### src/rtl/mux_rr_arbiter_pkg.sv
`default_nettype none
// ============================================================================
//  Module      : mux_rr_arbiter_pkg
//  Description : Shared definitions for the round-robin mux arbiter: requester
//                count, select width, FSM state encoding, and the rotating
//                priority search / one-hot decode helpers.
//  Revision    : 1.0 - initial release
// ============================================================================
package mux_rr_arbiter_pkg;

    localparam int N_REQ = 4;
    localparam int SEL_W = 2;

    typedef enum logic {
        IDLE  = 1'b0,
        GRANT = 1'b1
    } arb_state_t;

    // First set request index when scanning start, start+1, ... (mod N_REQ).
    // Returns start when nothing is set; callers only use it when req != 0.
    function automatic logic [SEL_W-1:0] next_owner(input logic [N_REQ-1:0] req,
                                                    input logic [SEL_W-1:0] start);
        logic [SEL_W-1:0] idx;
        logic             found;
        next_owner = start;
        found      = 1'b0;
        for (int i = 0; i < N_REQ; i++) begin
            idx = start + SEL_W'(i);
            if (!found && req[idx]) begin
                next_owner = idx;
                found      = 1'b1;
            end
        end
    endfunction

    function automatic logic [N_REQ-1:0] onehot(input logic [SEL_W-1:0] idx);
        onehot      = '0;
        onehot[idx] = 1'b1;
    endfunction

endpackage
`default_nettype wire

### src/rtl/mux_rr_arbiter_multiplexer.sv
`default_nettype none
// ============================================================================
//  Module      : multiplexer
//  Description : Plain 4:1 single-bit multiplexer, y = I[S].
//  Ports       : I [3:0] data in, S [1:0] select, y selected bit.
//  Revision    : 1.0 - initial release
// ============================================================================
module multiplexer
    import mux_rr_arbiter_pkg::*;
(
    input  logic [N_REQ-1:0] I,
    input  logic [SEL_W-1:0] S,
    output logic             y
);

    assign y = I[S];

endmodule
`default_nettype wire

### src/rtl/mux_rr_arbiter.sv
`default_nettype none
// ============================================================================
//  Module      : mux_rr_arbiter
//  Description : Round-robin scheduler sharing one 4:1 mux between four
//                requesters. Grants one owner at a time, drives the mux select
//                to the owner index, and bounds ownership with a hold counter
//                while other requests are pending.
//  Ports       : clk, rst_n (async active-low), req[3:0], I[3:0],
//                grant[3:0] (one-hot, registered), S[1:0] (registered),
//                busy, y = busy & I[S].
//  Options     : ARB_LOCK_EN - adds input 'lock'; while the owner keeps its
//                request and lock is high, hold expiry is suppressed.
//  Revision    : 1.0 - initial release
// ============================================================================
module mux_rr_arbiter
    import mux_rr_arbiter_pkg::*;
#(
    parameter int MAX_HOLD = 8,
    parameter int CNT_W    = 3
) (
    input  logic             clk,
    input  logic             rst_n,
`ifdef ARB_LOCK_EN
    input  logic             lock,
`endif
    input  logic [N_REQ-1:0] req,
    input  logic [N_REQ-1:0] I,
    output logic [N_REQ-1:0] grant,
    output logic [SEL_W-1:0] S,
    output logic             busy,
    output logic             y
);

    localparam logic [CNT_W-1:0] c_HOLD_LAST = CNT_W'(MAX_HOLD - 1);

    arb_state_t       r_state;
    logic [N_REQ-1:0] r_grant;
    logic [SEL_W-1:0] r_sel;
    logic             r_busy;
    logic [SEL_W-1:0] r_ptr;
    logic [CNT_W-1:0] r_hold;

    logic [SEL_W-1:0] w_sel_inc;
    logic [SEL_W-1:0] w_first;
    logic [SEL_W-1:0] w_after;
    logic             w_others;
    logic             w_lock;
    logic             w_y_raw;

    assign w_sel_inc = r_sel + 2'd1;
    assign w_first   = next_owner(req, r_ptr);
    // Scanning from owner+1 reaches every other requester before the owner,
    // so this picks the successor for both release and preemption.
    assign w_after   = next_owner(req, w_sel_inc);
    assign w_others  = |(req & ~r_grant);

`ifdef ARB_LOCK_EN
    assign w_lock = lock;
`else
    assign w_lock = 1'b0;
`endif

    always_ff @(posedge clk or negedge rst_n) begin
        if (!rst_n) begin
            r_state <= IDLE;
            r_grant <= '0;
            r_sel   <= '0;
            r_busy  <= 1'b0;
            r_ptr   <= '0;
            r_hold  <= '0;
        end else begin
            case (r_state)
                IDLE: begin
                    if (|req) begin
                        r_grant <= onehot(w_first);
                        r_sel   <= w_first;
                        r_busy  <= 1'b1;
                        r_hold  <= '0;
                        r_state <= GRANT;
                    end
                end
                GRANT: begin
                    if (!req[r_sel]) begin
                        r_ptr <= w_sel_inc;
                        if (w_others) begin
                            r_grant <= onehot(w_after);
                            r_sel   <= w_after;
                            r_hold  <= '0;
                        end else begin
                            // S deliberately keeps the last owner index.
                            r_grant <= '0;
                            r_busy  <= 1'b0;
                            r_hold  <= '0;
                            r_state <= IDLE;
                        end
                    end else if (r_hold == c_HOLD_LAST) begin
                        if (w_lock) begin
                            r_hold <= c_HOLD_LAST;
                        end else if (w_others) begin
                            r_grant <= onehot(w_after);
                            r_sel   <= w_after;
                            r_ptr   <= w_sel_inc;
                            r_hold  <= '0;
                        end else begin
                            r_hold <= '0;
                        end
                    end else begin
                        r_hold <= r_hold + 1'b1;
                    end
                end
                default: begin
                    r_state <= IDLE;
                    r_grant <= '0;
                    r_busy  <= 1'b0;
                    r_hold  <= '0;
                end
            endcase
        end
    end

    multiplexer u_mux (
        .I (I),
        .S (r_sel),
        .y (w_y_raw)
    );

    assign grant = r_grant;
    assign S     = r_sel;
    assign busy  = r_busy;
    assign y     = r_busy & w_y_raw;

endmodule
`default_nettype wire

### config.mk
export PLATFORM = sky130hd
export DESIGN_NAME = mux_rr_arbiter
export DESIGN_NICKNAME = d
export VERILOG_FILES = /design/src/rtl/mux_rr_arbiter_pkg.sv /design/src/rtl/mux_rr_arbiter_multiplexer.sv /design/src/rtl/mux_rr_arbiter.sv
export SDC_FILE = /design/constraint.sdc
export NUM_CORES = 1
export LEC_CHECK = 0
export CORE_MARGIN = 2
export CORE_UTILIZATION = 54
export CTS_CLUSTER_SIZE = 12
export DETAILED_ROUTE_END_ITERATION = 10
export PLACE_DENSITY = 0.93
export SYNTH_ARGS = -nofsm -noshare
export SYNTH_HDL_FRONTEND = slang
export SYNTH_SLANG_ARGS = --single-unit
### constraint.sdc
create_clock -name clk -period 4.65 [get_ports clk]
set_input_delay 0.465 -clock clk [delete_from_list [all_inputs] [get_ports clk]]
set_output_delay 0.465 -clock clk [all_outputs]
set_load 0.005 [all_outputs]
==> run_1/layer_met1.png <==
Bar = 10 microns.
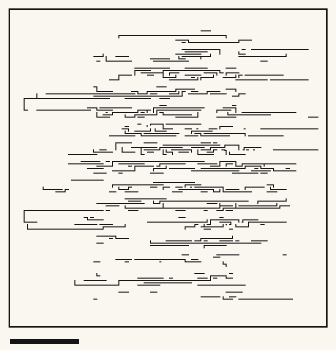
share of all routed wire: 44%
longest straight run: 16.1 microns
nets with wire on the layer: 116
met1 global-route usage: 27.7%
Vias: 816
Routed WL: 2.06 mm

==> run_1/layer_met2.png <==
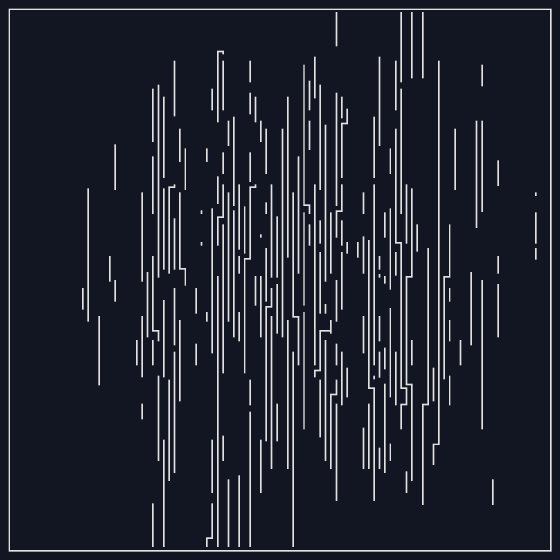
wire length on this layer: 1,030 microns
nets with wire on the layer: 106
share of all routed wire: 50%
M2 GR Usage: 36.4%

==> GITHUB_STEP_SUMMARY, run 1 <==
### Flow metrics

| Metric | Value |
|---|---|
| Initial DRC Count | `22` |
| Global-route wire length before repair | `3.31 mm` |
| Inverters | `4` |
| RR Endpoint | `S[1]` |
| Status | `finished, final reports clean` |
| Overall Power | `0.000727 W` |
| Core Util at FP | `between 50 and 60%` |
| Critical path's slowest cell | `mux4_1` |
| Post-Layout Inst Area | `0.00113 sq mm` |
| Worst skew pair latency | `0.29 ns` |
| Synth Net Count | `112` |
| Placed cells | `127` |
| Final-layout clock-cell area share | `2.33%` |
| Comb area share | `between 50% and 60%` |
| Root Driver | `clkbuf_4` |
| Antenna diodes | `0` |
| Count leader, synth | `dfrtp_1` |
| Hold path startpoint | `r_hold[2]` |
| DR DRC count | `0` |
| Hpwl dp | `1.57 mm` |
| Peak VDD IR | `0.296 mV` |
| Setup-failing EPs final | `0` |
| Vias in the first global route | `748` |
| Signal buffers | `17` |
| Synth warn | `0` |
| Non-filler instance count after layout | `131` |
| Chip area | `0.00212 sq mm` |
| Core ar. | `0.00169 sq mm` |
| Crit path max-delay family | `multiplexers` |
| Port buffer count | `17` |
| TritonCTS clock tree | `built` |
| Vias/cell | `~6.2` |
==> run_1/layer_met3.png <==
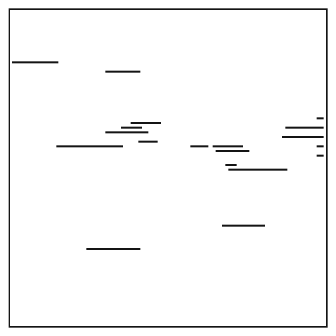
main direction: horizontal
share of all routed wire: 4.1%
longest straight run: 9.40 microns
Global Route met3 Usage: 3.97%

[run 1: worst max-delay path by stage]
stage | to | cells past startpoint | slack, ns
2_1_floorplan | S[0] | 6 | 2.81
3_3_place_gp | y | 4 | 2.25
3_5_place_dp | S[1] | 6 | 2.17
4_1_cts | y | 3 | 2.12
5_1_grt | y | 3 | 2.07
6_report | y | 3 | 2.13
[run 1: power breakdown]
group          switching, W  leakage (nW)  internal [W]
clock network     0.0000404        0.0150     0.0000334
logic              0.000188         0.292      0.000231
registers         0.0000682         0.157      0.000165
total              0.000297         0.464      0.000430
[run 1: layer usage]
layer  vias up  track usage [%]  wire length [microns]
met5         -                0                      0
met4         0             13.7                     38
met3         5             3.97                     83
met2        27             36.4                   1030
met1       385             27.7                    908
li1        399                -                      -
[run 1: registers in the layout, summed over array words and instances, names as in the netlist]
| signal | count |
|---|---|
| r_ptr | 2 |
| r_hold | 3 |
| busy | 1 |
| grant | 4 |
| r_state | 1 |
| S | 2 |
[run 1: cells by family after synthesis]
kind of cell	after synthesis	share of synthesized area, %
flops	13	34.1
buf+inv	11	6.29
simple gates	38	20.8
mux	8	11.9
fa+ha+maj	2	2.62
xor+xnor	1	0.918
compound gates	27	23.3
[run 1: layout by cell type (no fill, tap or decap), types with 2 or more instances in the layout]
| cell type | n |
|---|---|
| clkbuf_4 | 3 |
| o21bai_1 | 2 |
| clkdlybuf4s50_1 | 17 |
| or2_2 | 2 |
| nand3b_1 | 3 |
| ha_1 | 2 |
| o21ai_0 | 3 |
| and2_1 | 2 |
| o22ai_1 | 2 |
| nor2b_1 | 3 |
| nand2b_1 | 5 |
| nor2_1 | 9 |
| inv_1 | 4 |
| dfrtp_1 | 13 |
| nand2_1 | 8 |
| nand3_1 | 2 |
| mux2_2 | 4 |
| mux2i_1 | 2 |
| a31oi_1 | 5 |
==> run 2, diff against run 1 <==
--- a/config.mk
+++ b/config.mk
@@ -6,10 +6,10 @@
 export NUM_CORES = 1
 export LEC_CHECK = 0
 export CORE_MARGIN = 2
-export CORE_UTILIZATION = 54
+export CORE_UTILIZATION = 51
 export CTS_CLUSTER_SIZE = 12
 export DETAILED_ROUTE_END_ITERATION = 10
-export PLACE_DENSITY = 0.93
+export PLACE_DENSITY = 0.89
 export SYNTH_ARGS = -nofsm -noshare
 export SYNTH_HDL_FRONTEND = slang
 export SYNTH_SLANG_ARGS = --single-unit
==> constraint.sdc (replaced) <==
create_clock -name clk -period 2.5 [get_ports clk]
set_input_delay 0.25 -clock clk [delete_from_list [all_inputs] [get_ports clk]]
set_output_delay 0.25 -clock clk [all_outputs]
set_load 0.005 [all_outputs]
==> run_2/layer_met3.png <==
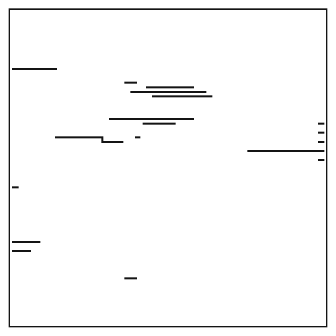
nets with wire on the layer: 15
longest straight run: 12.4 microns
share of all routed wire: 4.2%
Routed WL: 2.03 mm
Vias: 834
Global Route met3 Usage: 2.31%

==> run 2 against run 1 <==
  * Critical path depth did not move
  * Total power is 86% higher
  * Sequential share of layout area decreased by 0.44 points
  * Clock power up 78%
  * Largest cell class unchanged
==> GITHUB_STEP_SUMMARY, run 2 <==
### Flow metrics

| Metric | Value |
|---|---|
| TritonCTS clock tree | `built` |
| Core Util at FP | `54.7% (-1.8 points)` |
| Worst skew pair latency | `0.28 ns (about the same)` |
| Root Driver | `clkbuf_4` |
| Overall Power | `0.00135 W (+86%)` |
| Max reg flops | `4 (unchanged)` |
| Initial DRC Count | `19 (-14%)` |
| Core ar. | `0.00175 sq mm (+3.3%)` |
| Antenna diodes | `0 (unchanged)` |
| Chip area | `0.00223 sq mm (+5.4%)` |
| Critical path's slowest cell | `mux4_1` |
| Top logic cells by instance count in the layout | `clkdlybuf4s50_1, dfrtp_1, nor2_1, nand2_1` |
| Worst min-delay path class | `input port to async pin` |
| RSZ-0062 raised after global routing | `false` |
| Top routing layer used | `met4` |
| Vias in the first global route | `704 (-5.9%)` |
| Setup-failing EPs final | `0 (unchanged)` |
| Synth warn | `0 (unchanged)` |
| Peak VDD IR | `0.611 mV (+110%)` |
| Synth Net Count | `112 (unchanged)` |
| Non-filler instance count after layout | `140 (+6.9%)` |
| M1 wire length | `902 microns (-0.66%)` |
| Status | `finished, final reports clean` |
| Metal3 WL | `85 microns (+2.4%)` |
| Post-Layout Inst Area | `0.00114 sq mm (+1.6%)` |
| Placed cells | `136 (+7.1%)` |
| Iteration tally of the first detailed-router pass | `4` |
| Vias/cell | `5.96 (-4.4%)` |
| Global-route wire length before repair | `3.22 mm (-2.5%)` |
| Slowest stage delay, CP | `0.59 ns` |
| DR DRC count | `0 (unchanged)` |
| Ys async rst share | `100%` |
| Count leader, synth | `dfrtp_1` |
| CP cell instances | `mux4_1 -> and2_1 -> clkdlybuf4s50_1` |
==> run_2/io_fan.png <==
Bar = 10 microns.
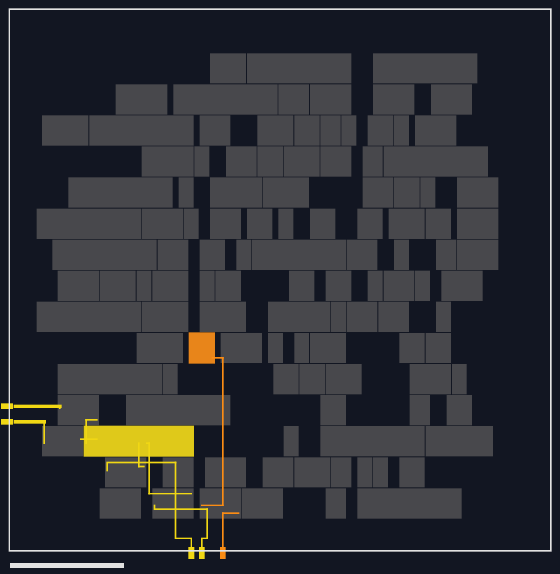
legend:
  yellow:
    port: I
    bits: 4
    direction: input
    end_cells: 1
    buffers: 4
    wire: 47.6 microns
  orange:
    port: y
    bits: 1
    direction: output
    end_cells: 1
    buffers: 1
    wire: 19.9 microns
port buffer count: 17
top-level I/O count: 18

==> run 2: cell types whose count changed in the layout (fill, tap and decap cells not counted), sizes merged <==
cell  before  now
buf        0    1
==> run 2: worst max-delay path, delay by kind of cell, from the launching register on <==
family / cells / cell delay (ns)
multiplexers: 1 / 0.59
buffers and inverters: 1 / 0.43
flip-flops: 1 / 0.54
AND/OR/NAND/NOR: 1 / 0.17
==> run 2: layer usage <==
| layer | global-route usage [%] | vias up |
|---|---|---|
| met5 | 0 | - |
| met4 | 8.33 | 0 |
| met3 | 2.31 | 5 |
| met2 | 32.2 | 25 |
| met1 | 29.5 | 401 |
| li1 | - | 403 |
==> run 2: layout make-up <==
cell class | instances | share of cell area, %
clock buffers | 4 | 2.30
multi-input cells | 76 | 49.7
inverters | 4 | 1.31
repair buffers | 18 | 15.5
flip-flops and latches | 13 | 28.4
well taps | 25 | 2.73
==> run 2: kinds of logic after synthesis <==
family          count (synthesis)  synth area share (%)
compound gates                 27                  23.3
fa+ha+maj                       2                  2.62
buf+inv                        11                  6.29
mux                             8                  11.9
xor+xnor                        1                 0.918
flops                          13                  34.1
simple gates                   38                  20.8
==> run 2: path summary, 6_finish.rpt <==
| path | startpoint | to | slack (ns) | depth (start not counted) |
|---|---|---|---|---|
| max in group asynchronous | rst_n | grant[3] | 1.79 | 1 |
| min reg2reg | r_hold[2] | r_hold[2] | 0.51 | 1 |
| min in group clk | r_hold[2] | r_hold[2] | 0.51 | 1 |
| max reg2reg | S[0] | S[0] | 0.57 | 5 |
| max | S[0] | y | 0.23 | 3 |
| min | rst_n | r_hold[0] | 0.34 | 1 |
==> run 2: where the power goes <==
group	switching, W	internal (W)
sequential	0.000127	0.000308
clock	0.0000694	0.0000620
combinational	0.000346	0.000443
==> run 3, diff against run 2 <==
--- a/config.mk
+++ b/config.mk
@@ -5,11 +5,13 @@
 export SDC_FILE = /design/constraint.sdc
 export NUM_CORES = 1
 export LEC_CHECK = 0
+export ABC_AREA = 1
 export CORE_MARGIN = 2
-export CORE_UTILIZATION = 51
+export CORE_UTILIZATION = 55
 export CTS_CLUSTER_SIZE = 12
 export DETAILED_ROUTE_END_ITERATION = 10
-export PLACE_DENSITY = 0.89
+export PLACE_DENSITY = 0.91
+export SLEW_MARGIN = 20
 export SYNTH_ARGS = -nofsm -noshare
 export SYNTH_HDL_FRONTEND = slang
 export SYNTH_SLANG_ARGS = --single-unit
==> run_3/congestion.png <==
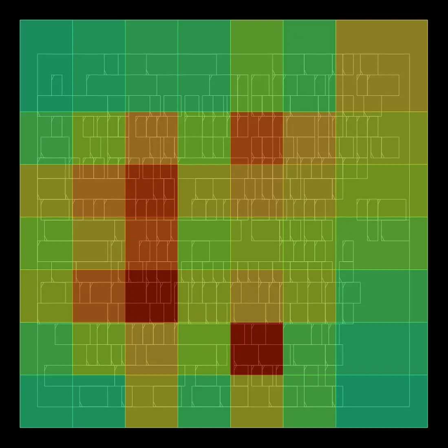
Core Util, Final: 67.8%
met1 global-route usage: 32.1%
WL per Instance: 11.5 microns
layer with the highest usage: met2

==> run 3 against run 2 <==
  * Final area is 33% higher
  * Global-route usage increased by 2.9 points
  * Synthesized area grew 41%
  * Via count increased by 66%
  * Sequential share of layout area is 7.1 points lower
  * Total power rose by 76%
  * First-iteration DRC count up 68%
  * Critical path type unchanged
==> GITHUB_STEP_SUMMARY, run 3 <==
### Flow metrics

| Metric | Value |
|---|---|
| Vias/cell | `5.25 (-12%)` |
| Worst min-delay path class | `input port to async pin` |
| Port buffer count | `17 (unchanged)` |
| RSZ-0062 raised after global routing | `false` |
| Clock Power Share | `5.8% (-3.9 points)` |
| Synth warn | `0 (unchanged)` |
| Pint | `0.00104 W (+29%)` |
| Overall Power | `0.00239 W (+76%)` |
| Flop2flop setup slack | `0.55 ns (-0.02 ns)` |
| Largest Pwr Group | `combinational cells` |
| Global-route wire length before repair | `5.02 mm (+56%)` |
| Worst Path Required | `2.25 ns` |
| Worst skew pair latency | `0.29 ns (about the same)` |
| Top-level I/O count | `18 (unchanged)` |
| Logic power comb | `0.00178 W (+130%)` |
| Root Driver | `clkbuf_4` |
| Antenna diodes | `0 (unchanged)` |
| RR Endpoint | `grant[1]` |
| Initial DRC Count | `32 (+13)` |
| Reg power frac | `19.8% (-12 points)` |
| Max reg flops | `4 (unchanged)` |
| Synth Net Count | `231 (+110%)` |
| Slowest stage delay, CP | `0.53 ns (-0.06 ns)` |
| Setup-failing EPs final | `0 (unchanged)` |
| Iteration tally of the first detailed-router pass | `4 (unchanged)` |
| Top logic cells by instance count in the layout | `nand2_1, nand3_1, nand2_2, clkdlybuf4s50_1, nor2_1` |
| Syn Inst Count | `roughly 220` |
| Status | `finished, final reports clean` |
| Peak VDD IR | `1.10 mV (+81%)` |
| Arr. time, crit path | `1.94 ns` |
| Sw frac | `56.2% (+16 points)` |
| Vias in the first global route | `1,227 (+74%)` |
| Psw | `0.00134 W (+150%)` |
| DR DRC count | `0 (unchanged)` |
| Post-Layout Inst Area | `0.00153 sq mm (+33%)` |
| Chip area | `0.00285 sq mm (+28%)` |
| Count leader, synth | `nand2_1` |
| Core ar. | `0.00225 sq mm (+29%)` |
| Combinational power share | `74.5% (+16 points)` |
| Worst setup path start | `S[0]` |
| CP cell instances | `inv_2 -> nor2_1 -> nor2_1 -> o21ai_0 -> a21boi_0 -> clkdlybuf4s50_1` |
| Core Util at FP | `59.6% (+4.9 points)` |
| Ys async rst share | `100% (unchanged)` |
| Reg2reg path depth | `13 (+8)` |
| RR Startpoint | `S[0]` |
==> run_3/layer_met3.png <==
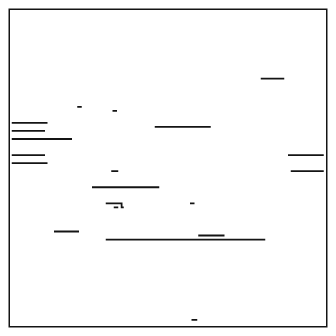
main direction: horizontal
share of all routed wire: 3.6%
longest straight run: 26.7 microns
wire length on this layer: 108 microns
nets with wire on the layer: 16
Routed WL: 3.03 mm
Vias: 1,382
Global Route met3 Usage: 1.13%

run 3: netlist changes by cell type after synthesis, moves of 4 or more:
cell      previous run  this run
nand2_1              8        92
inv_1                4        10
nor2_1               9        14
inv_2                0        11
nand2_2              0        17
nand3_1              2        19
nand2b_1             5         0
a31oi_1              5         0
mux2_2               4         0
a21oi_1              0         4
run 3: kinds of logic after synthesis:
group,count (synthesis),synth area share [%]
AND-OR/OR-AND,20,9.22
adder cells (fa/ha/maj),2,1.86
buffers and inverters,28,10.3
flip-flops,13,24.2
AND/OR/NAND/NOR,156,54.4
run 3: worst max-delay path: cells and delay by family, from the launching register on:
kind | cells | cell delay (ns)
buf+inv | 2 | 0.74
compound gates | 2 | 0.24
simple gates | 2 | 0.13
flops | 1 | 0.53
run 3: worst min-delay path by stage:
stage | to | slack (ns)
after floorplan | S[0] | -0.05
after global routing | r_hold[0] | 0.39
after detailed placement | r_hold[2] | 0.49
final | r_hold[0] | 0.32
after CTS | r_hold[0] | 0.35
after global placement | busy | 0.48
run 3: metal layers:
metal / global-route usage, % / share of wire [%] / wire (microns) / up-vias
li1: - / - / - / 719
met1: 32.1 / 46 / 1400 / 629
met2: 38.7 / 48 / 1470 / 28
met3: 1.13 / 3.5 / 107 / 6
met4: 10.3 / 1.9 / 57 / 0
met5: 0 / 0 / 0 / -
run 3: stage by stage:
step	hold WS, ns	instances
after detailed placement	0.488	259
after CTS	0.345	263
after global placement	0.484	259
final	0.319	263
after global routing	0.390	263
after floorplan	-0.0456	219
run 3: cell type report:
class | count | area, sq um | area share, %
multi-input cells | 178 | 880 | 57.6
flip-flops and latches | 13 | 325 | 21.3
repair buffers | 18 | 178 | 11.6
inverters | 22 | 82.6 | 5.41
well taps | 28 | 35.0 | 2.29
clock buffers | 3 | 22.5 | 1.47
clock inverters | 1 | 5.00 | 0.328
No activity file was given, so power comes from the tool's default toggle rates.
